### config.mk
export PLATFORM = sky130hd
export DESIGN_NAME = weight_update_ctrl
export DESIGN_NICKNAME = d
export VERILOG_FILES = /design/src/rtl/wu_pkg.sv /design/src/rtl/weight_update_sat.sv /design/src/rtl/weight_update_ctrl.sv
export SDC_FILE = /design/constraint.sdc
export NUM_CORES = 1
export LEC_CHECK = 0
export CAP_MARGIN = 30
export CORE_ASPECT_RATIO = 0.5
export CORE_MARGIN = 2
export CORE_UTILIZATION = 55
export DETAILED_ROUTE_END_ITERATION = 16
export PLACE_DENSITY_LB_ADDON = 0.2
export SLEW_MARGIN = 10
export SYNTH_ARGS = -nofsm -noshare
export SYNTH_HDL_FRONTEND = slang
export SYNTH_SLANG_ARGS = --single-unit
### constraint.sdc
create_clock -name clk -period 3.75 [get_ports clk]
set_input_delay 0.75 -clock clk [delete_from_list [all_inputs] [get_ports clk]]
set_output_delay 0.75 -clock clk [all_outputs]
set_load 0.1 [all_outputs]
### src/rtl/wu_pkg.sv
// Shared types and constants for the weight-update sequencer.
package wu_pkg;

    // Width the saturating datapath is built for; the controller defaults to it.
    localparam int WU_W = 10;

    typedef logic [WU_W-1:0] weight_t;

    // Saturation limits of an unsigned weight.
    localparam weight_t W_MAX = weight_t'((2 ** WU_W) - 1);
    localparam weight_t W_MIN = '0;

    // Controller states, one pass visits READ/LATCH/WAIT_D/WRITE once per entry.
    typedef enum logic [2:0] {
        IDLE,
        READ,
        LATCH,
        WAIT_D,
        WRITE,
        FIN
    } wu_state_t;

endpackage

### src/rtl/weight_update_sat.sv
// Saturating add/subtract of an unsigned delta onto an unsigned weight.
// The extra top bit of the W+1 bit results is the carry (add) or borrow (sub).
module weight_update_sat
    import wu_pkg::*;
(
    input  weight_t weight,
    input  weight_t delta,
    input  logic    sign,
    output weight_t weight_new,
    output logic    sat
);

    logic [WU_W:0] sum_ext;
    logic [WU_W:0] diff_ext;

    // Clamp to W_MAX on carry out, to W_MIN on borrow; delta=0 never saturates.
    always_comb begin
        sum_ext    = {1'b0, weight} + {1'b0, delta};
        diff_ext   = {1'b0, weight} - {1'b0, delta};
        weight_new = W_MIN;
        sat        = 1'b0;
        if (!sign) begin
            if (sum_ext[WU_W]) begin
                weight_new = W_MAX;
                sat        = 1'b1;
            end else begin
                weight_new = sum_ext[WU_W-1:0];
            end
        end else begin
            if (diff_ext[WU_W]) begin
                weight_new = W_MIN;
                sat        = 1'b1;
            end else begin
                weight_new = diff_ext[WU_W-1:0];
            end
        end
    end

endmodule

### src/rtl/weight_update_ctrl.sv
// Weight-update sequencer: walks the weight RAM, reads each entry, takes one
// delta/sign pair from the delta generator, and writes back the saturated sum.
//
// Delta handshake: a transfer happens on a rising edge where d_valid and
// d_ready are both high. d_ready is high only in WAIT_D and does not depend
// on d_valid. The producer must hold delta/sign stable while d_valid is high
// and keep d_valid high until the transfer; d_valid outside WAIT_D is left
// pending. There is no timeout on the wait.
//
// All outputs are registered: they are loaded on the edge that enters the
// state they belong to, so e.g. w_we is high exactly during WRITE.
module weight_update_ctrl
    import wu_pkg::*;
#(
    parameter int W         = WU_W,
    parameter int N_WEIGHTS = 16,
    parameter int ADDR_W    = 4
) (
    input  logic              clk,
    input  logic              rst_n,
    input  logic              start,
    input  logic              d_valid,
    output logic              d_ready,
    input  logic [W-1:0]      delta,
    input  logic              sign,
    output logic [ADDR_W-1:0] w_addr,
    output logic              w_re,
    input  logic [W-1:0]      w_rdata,
    output logic              w_we,
    output logic [W-1:0]      w_wdata,
    output logic              busy,
    output logic              done,
    output logic [ADDR_W:0]   sat_count,
    output wu_state_t         dbg_state
);

    localparam logic [ADDR_W-1:0] LAST_IDX = ADDR_W'(N_WEIGHTS - 1);

    wu_state_t         state;
    logic [ADDR_W-1:0] index;
    weight_t           weight_q;
    logic              sat_q;
    weight_t           alu_new;
    logic              alu_sat;

    // The only arithmetic on weights lives in the saturating ALU.
    weight_update_sat u_sat (
        .weight     (weight_q),
        .delta      (delta),
        .sign       (sign),
        .weight_new (alu_new),
        .sat        (alu_sat)
    );

    // Expose the FSM state for checkers and debug.
    assign dbg_state = state;

    // Main sequencer; reset aborts a pass immediately with no write or done.
    always_ff @(posedge clk or negedge rst_n) begin
        if (!rst_n) begin
            state     <= IDLE;
            index     <= '0;
            weight_q  <= '0;
            sat_q     <= 1'b0;
            d_ready   <= 1'b0;
            w_re      <= 1'b0;
            w_we      <= 1'b0;
            busy      <= 1'b0;
            done      <= 1'b0;
            w_addr    <= '0;
            w_wdata   <= '0;
            sat_count <= '0;
        end else begin
            case (state)
                IDLE: begin
                    done <= 1'b0;
                    if (start) begin
                        sat_count <= '0;
                        index     <= '0;
                        w_addr    <= '0;
                        w_re      <= 1'b1;
                        busy      <= 1'b1;
                        state     <= READ;
                    end
                end
                READ: begin
                    // Read data appears on w_rdata during LATCH.
                    w_re  <= 1'b0;
                    state <= LATCH;
                end
                LATCH: begin
                    weight_q <= w_rdata;
                    d_ready  <= 1'b1;
                    state    <= WAIT_D;
                end
                WAIT_D: begin
                    if (d_valid) begin
                        d_ready <= 1'b0;
                        w_wdata <= alu_new;
                        sat_q   <= alu_sat;
                        w_we    <= 1'b1;
                        w_addr  <= index;
                        state   <= WRITE;
                    end
                end
                WRITE: begin
                    w_we <= 1'b0;
                    if (sat_q) begin
                        sat_count <= sat_count + 1'b1;
                    end
                    if (index == LAST_IDX) begin
                        done  <= 1'b1;
                        busy  <= 1'b0;
                        state <= FIN;
                    end else begin
                        index  <= index + 1'b1;
                        w_addr <= index + 1'b1;
                        w_re   <= 1'b1;
                        state  <= READ;
                    end
                end
                FIN: begin
                    // start is ignored here; IDLE samples it next cycle.
                    done  <= 1'b0;
                    state <= IDLE;
                end
                default: begin
                    state <= IDLE;
                end
            endcase
        end
    end

endmodule
**Run 1: M1 wires**

The bar under the picture is 20 um long. Cells faint in the background.
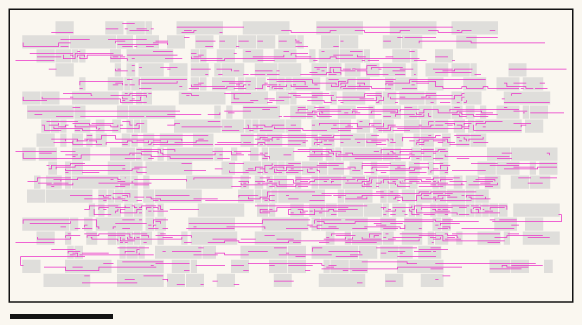
The layer holds 46% of the routed length. 381 nets have wire on it. The longest straight run is 29.4 um. The layer carries 3,300 um of wire.

**Run 1: the metal 2 layer**

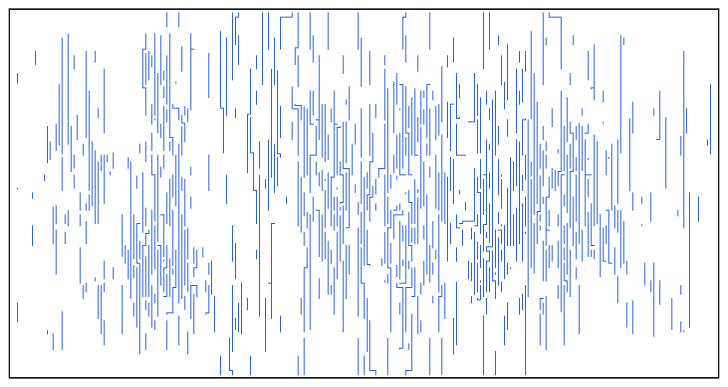
The layer holds 46% of the routed length. The layer carries 3,320 um of wire. The longest straight run is 27.2 um.
met2 usage: 39.7%
Vias: 2,655
aggregate routed wire length: 7140 um

**Run 1: the metal 3 layer**

The bar under the picture is 20 um long.
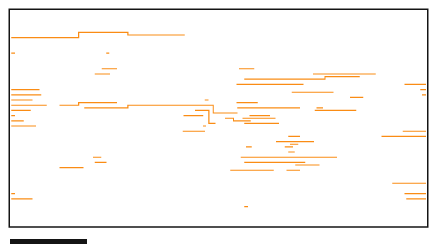
The longest straight run is 24.8 um. The wires run mostly horizontal. The layer holds 6.5% of the routed length. 51 nets have wire on it.

**Run 1: cells by drive strength**

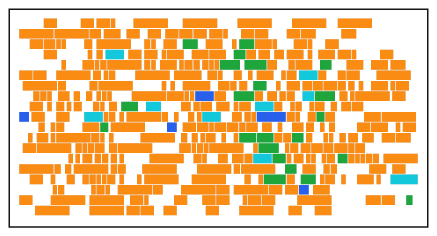
Green is drive 2, cells 22, share 5.8%. Blue is drive 3 to 4, cells 5, share 1.3%. Orange is drive 1 or less, cells 346, share 91%. Cyan is drive 6 and up, cells 9, share 2.4%.
finished layout cell area: 3670 um2
setup ws final: 751 ps
Layout Area Growth over Synthesis: 21.0%
Signal buffers: 55

==> reports/metrics.csv, run 1 <==
metric,value,unit
max-slew violations,0,
most used logic cell in the final layout,clkdlybuf4s50_1,
Top Layout Cells,"clkdlybuf4s50_1, dfrtp_1, nor2_1",
grt total ovfl,0,
First-pass DRT Iterations,4,
Worst Path Arrival,3230,ps
Hold Slack,288,ps
Top delay family on crit path,AND-OR/OR-AND gates,
gate count after technology mapping,335,
critical path peak fanout,8,
fill cell count,438,
syn avg cell area,9.05,um2
Yosys warnings,0,
Synth cell types,70,
diode count,0,
TritonCTS clock tree,done,
GRT Total Usage,24.8,%
Die Span X,109,um
RSZ-0062 raised after global routing,false,
largest net degree at the start of global routing,43,
# port buffers,51,
fin crit share,80.0,%
crit path from,delta[0],
I/O pin cnt,52,
leading area contributor after synthesis,dfrtp_1,
"FFs w/ async S/R, synth",100,%
cts bufs inserted,5,
Setup TNS,0,ps
Root Driver,clkbuf_8,
Post-synth EDFFs,0,
Cell area leaders,"dfrtp_1, ha_1, nor2_1",
Iter 0 DRT Violations,125,
initial antenna violation count,0,
vias in the first global route,2569,
post-cts resize count,0,
Vias/cell,5.84,
crit start category,primary input,
Init Core Util,56.2,%
Die ar.,6160,um2
RR Startpoint,weight_q[0]$_DFFE_PN0P_,
Post-CTS Hold Fix Bufs,0,
crit path cell chain,"clkdlybuf4s50_1, ha_1, fa_1, and2b_1, o2111ai_2, a21oi_2, o21ai_2, o31a_1, o22ai_2",
row cnt,19,
YS chip area,3030,um2
clk sinks,42,
number of nets in the layout,430,
Synth Register Bits,42,
Top-area cell share,34.7,%
clk ins delay skew pair,310,ps
global placement routability congestion,0.919,
Max-Slew Margin vs Limit,33.5,%
worst clock skew,11.9,ps
Post-synth seq share,34.7,%
Fin. Hold Viols,0,
synthesized area,3030,um2
Final HPWL DP,5310,um
hold crit path type,primary input to async pin,
tool warnings,36,
register area,1050,um2
WL/cell,15.7,um
setup repair bufs after CTS,0,
Critical Path End Type,flop,
# Cells Yosys,335,
layout cells sized above 1,9.42,%
DRC viols,0,
crit path time final,3000,ps
Core Area,5400,um2
Clock Tree Buf Depth,2,
H-tree depth,2,
critical path required time,3980,ps
CP Class,primary input to flop,
Max Clock Freq,333,MHz
Buf/Inv on CP,1,
CP peak stage delay,440,ps
"antenna viol nets, final",0,
Final setup viols,0,
Gate Area,1800,um2
outcome,completed,
Slew @ Worst Pin,994,ps
ys flop type,dfrtp_1,
Clock transition at path regs,90,ps
max-cap violation count,0,
global-route wire length before repair,12000,um
Die H,56.5,um
syn_nets,384,
CP max stage cell,clkdlybuf4s50_1,
==> run 1: cell families after synthesis <==
| kind of cell | synth area share [%] |
|---|---|
| multiplexers | 4.62 |
| XOR/XNOR | 2.31 |
| flip-flops | 34.7 |
| adder cells (fa/ha/maj) | 10.4 |
| AND-OR/OR-AND | 21.5 |
| AND/OR/NAND/NOR | 20.3 |
| buffers and inverters | 6.31 |
==> run 1: final timing paths <==
check,cells past startpoint,end,slack [ps]
setup reg to reg,9,w_wdata[9]$_DFFE_PN0P_,1250
hold reg to reg,1,d_ready$_DFFE_PN0P_,490
hold / removal,1,weight_q[8]$_DFFE_PN0P_,290
min in group clk,1,d_ready$_DFFE_PN0P_,490
setup / recovery,9,w_wdata[9]$_DFFE_PN0P_,750
max in group asynchronous,2,sat_count[1]$_DFFE_PN0P_,3000
==> run 1: area by class of cell <==
type,count,area share (%)
Inverter,23,2.35
Timing Repair Buffer,55,15.0
Clock inverter,1,0.239
Multi-Input combinational cell,254,48.9
Tap cell,73,2.49
Sequential cell,42,28.6
Clock buffer,7,2.35
==> run 1: through the flow <==
stage / std cells / setup WS, ps / util (%) / area [um2]
floorplan: 335 / 1190 / - / 3030
global placement: 445 / 545 / 65.6 / 3540
detailed placement: 446 / 468 / 65.8 / 3550
CTS: 454 / 787 / 67.6 / 3650
global route: 455 / 659 / 68.0 / 3670
finish: 455 / 751 / 68.0 / 3670
==> run 1: per-layer routing <==
layer	vias up	part of all wire (%)	global-route usage, %
li1	1282	-	-
met1	1266	46	33.5
met3	11	6.4	7.20
met2	96	46	39.7
met4	0	0.92	5.31
met5	-	0	0
==> run 1: registers in the layout, indices dropped and copies added (netlist names), 3 cells and up <==
name	count
w_wdata	10
weight_q	10
sat_count	5
index	4
w_addr	4
dbg_state	3
==> run 1: worst register-to-register path: cells and delay by family, from the launching register on <==
family / cells / cell delay [ps]
fa+ha+maj: 2 / 620
flops: 1 / 360
compound gates: 5 / 1110
buf+inv: 1 / 60
simple gates: 1 / 270
==> run 1: synth_stat cells, types with 2 or more instances <==
master and instances:
a221oi_2 2, or3_1 7, nand3b_1 4, a22oi_1 2
a21o_1 7, inv_1 23, nor2b_1 2, and3_1 8
a211oi_1 3, xor2_1 7, buf_6 4, o21ai_0 18
dfrtp_1 42, nand4_1 2, nor3b_1 2, buf_2 4
mux2_1 5, o21ai_2 2, o21bai_1 3, nand3_1 9
o21ai_1 2, nand2_1 31, o21a_1 2, nor2_1 34
fa_1 2, a31oi_1 7, clkbuf_1 7, mux2_2 3
nand2b_1 5, a21oi_1 14, ha_1 22, nor3_1 7
a211o_1 2, mux2i_1 5
**Run 1: clock nets**

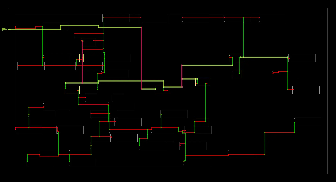

--- run 2 (diff from run 1) ---
- CORE_UTILIZATION: 55 -> 48
- clock period: 3.75 -> 2.6 ns (I/O delays scaled with it)
**Run 2: clock nets**

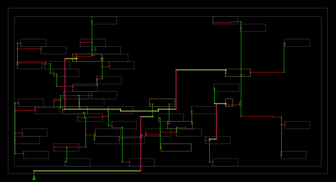
Seq cells: 42
clk ins delay skew pair: 290 ps

**Run 2: M1 wires**

The bar under the picture is 20 um long. Cells faint in the background.
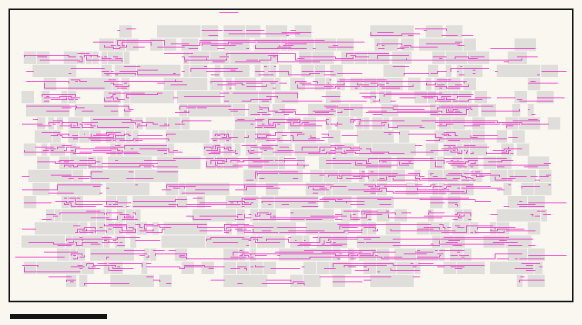
The wires run mostly horizontal. 434 nets have wire on it. The layer carries 3,820 um of wire. The layer holds 46% of the routed length.
Vias: 2,862
aggregate routed wire length: 8280 um
met1 usage: 31.4%

==> run 2 against run 1 <==
  * Wire length rose by 16%
  * Hold slack got worse by 130 ps
  * Synthesized cell count did not move
  * Global-route usage barely moved
  * Setup slack got worse by 670 ps
  * Critical path depth did not move
  * Sequential cell count did not move
  * Highest routed layer unchanged
  * Sequential share of layout area fell by 3.3 points
  * Final cell count rose by 15%
==> reports/metrics.csv, run 2 <==
metric,value,unit,change
Layout Area Growth over Synthesis,37.0,%,
syn_nets,384,,unchanged
Clock transition at path regs,60,ps,-30 ps
crit path cell chain,"clkdlybuf4s50_1, inv_1, ha_1, and2b_2, o21ai_1, nand2_1, a221oi_4, o211ai_1, o21a_1",,
vias in the first global route,2776,,+8.1%
I/O pin cnt,52,,unchanged
Setup TNS,0,ps,unchanged
Post-synth EDFFs,0,,unchanged
Yosys warnings,0,,unchanged
First-pass DRT Iterations,4,,unchanged
critical path peak fanout,6,,-2
Post-CTS Hold Fix Bufs,0,,unchanged
GRT Total Usage,24.8,%,+0.037 points
global placement routability congestion,0.864,,-6.0%
post-layout util,68.3,%,+0.33 points
critical path required time,2770,ps,-1210 ps
most used logic cell in the final layout,buf_4,,
synthesized area,3030,um2,unchanged
Gate Area,1880,um2,+4.5%
RR Startpoint,weight_q[0]$_DFFE_PN0P_,,
# port buffers,51,,unchanged
DRC viols,0,,unchanged
max-cap violation count,0,,unchanged
clk sinks,42,,unchanged
met1 wire length,3820,um,+16%
RSZ-0062 raised after global routing,false,,
Worst R2R Path Depth,9,,unchanged
Top-area cell share,34.7,%,unchanged
WL/cell,15.9,um,+1.2%
grt total ovfl,0,,unchanged
CP max stage cell,clkdlybuf4s50_1,,
Synth Register Bits,42,,unchanged
YS chip area,3030,um2,unchanged
largest net degree at the start of global routing,43,,unchanged
row cnt,20,,+1
Buf/Inv on CP,2,,+1
TritonCTS clock tree,done,,
outcome,completed,,
max-slew violations,0,,unchanged
Hold Slack,154,ps,-134 ps
Vias/cell,5.49,,-5.9%
Cell area leaders,"dfrtp_1, ha_1, nor2_1",,
Root Driver,clkbuf_16,,
largest registers,"w_wdata (10), weight_q (10), sat_count (5)",,
DR top layer,met4,,
DP Cell Count,509,,+14%
number of nets in the layout,481,,+12%
layout cells sized above 1,28.2,%,+19 points
Max-Slew Margin vs Limit,69.4,%,+36 points
Top delay family on crit path,AND-OR/OR-AND gates,,
cts bufs inserted,5,,unchanged
Die H,60.2,um,+6.5%
Init Core Util,49.9,%,-6.3 points
Clock Tree Buf Depth,2,,unchanged
Worst R2R End,w_wdata[8]$_DFFE_PN0P_,,
worst clock skew,9.46,ps,-2.42 ps
register area,1050,um2,unchanged
Slew @ Worst Pin,459,ps,-536 ps
met2 routed WL,3990,um,+20%
Die ar.,7010,um2,+14%
Die Span X,116,um,+6.8%
syn avg cell area,9.05,um2,unchanged
ys flop type,dfrtp_1,,
diode count,0,,unchanged
finished layout cell area,4150,um2,+13%
"antenna viol nets, final",0,,unchanged
Fin. Hold Viols,0,,unchanged
fin crit share,96.8,%,
Max Clock Freq,397,MHz,
CP Class,primary input to flop,,
Final setup viols,0,,unchanged
initial antenna violation count,0,,unchanged
Worst Path Arrival,2690,ps,-540 ps
Post-synth seq share,34.7,%,unchanged
==> run 2: cell counts after synthesis <==
No cell type changed its count.
==> run 2: kinds of logic (layout without fill, tap and decap cells) <==
kind of cell	count (synthesis)	after routing	synth area share [%]
AND/OR/NAND/NOR	123	123	20.3
AND-OR/OR-AND	86	86	21.5
flip-flops	42	42	34.7
buffers and inverters	39	137	6.31
adder cells (fa/ha/maj)	24	24	10.4
multiplexers	13	13	4.62
XOR/XNOR	8	8	2.31
==> run 2: how the worst max path moves through the flow <==
stage                                  end  cells past startpoint  slack (ps)
floorplan           w_wdata[9]$_DFFE_PN0P_                      8         270
global placement    w_wdata[5]$_DFFE_PN0P_                      9        -300
detailed placement  w_wdata[5]$_DFFE_PN0P_                      9        -360
CTS                 w_wdata[6]$_DFFE_PN0P_                      9           4
global route        w_wdata[9]$_DFFE_PN0P_                      9           1
finish              w_wdata[4]$_DFFE_PN0P_                      9          80
==> run 2: stage by stage <==
| step | setup slack, ps |
|---|---|
| after global placement | -297 |
| after global routing | 1.05 |
| final | 83.2 |
| after detailed placement | -363 |
| after floorplan | 275 |
| after CTS | 4.14 |
==> run 2: worst reg2reg max path: cells and delay by family (launching register included) <==
family | cells | cell delay [ps]
simple gates | 3 | 720
fa+ha+maj | 2 | 560
compound gates | 3 | 520
flops | 1 | 350
buf+inv | 1 | 70
==> run 2: metal layers <==
layer	GRT usage, %	vias up
met2	43.9	73
li1	-	1387
met1	31.4	1388
met5	0	-
met3	5.07	14
met4	6.63	0
==> run 2: layout make-up <==
class / count / area share [%]
clock inverter: 2 / 0.904
tap: 88 / 2.65
sequential: 42 / 25.3
clock buffer: 6 / 3.10
inverter: 23 / 2.08
multi-input combinational: 254 / 45.2
timing repair buffer: 106 / 20.8
==> run 2: what timing repair did <==
item / in CTS / in global routing
endpoints found under the setup margin: 6 / 10
gates resized: 6 / 10
buffers inserted: 0 / 3
pin swaps: 4 / 9
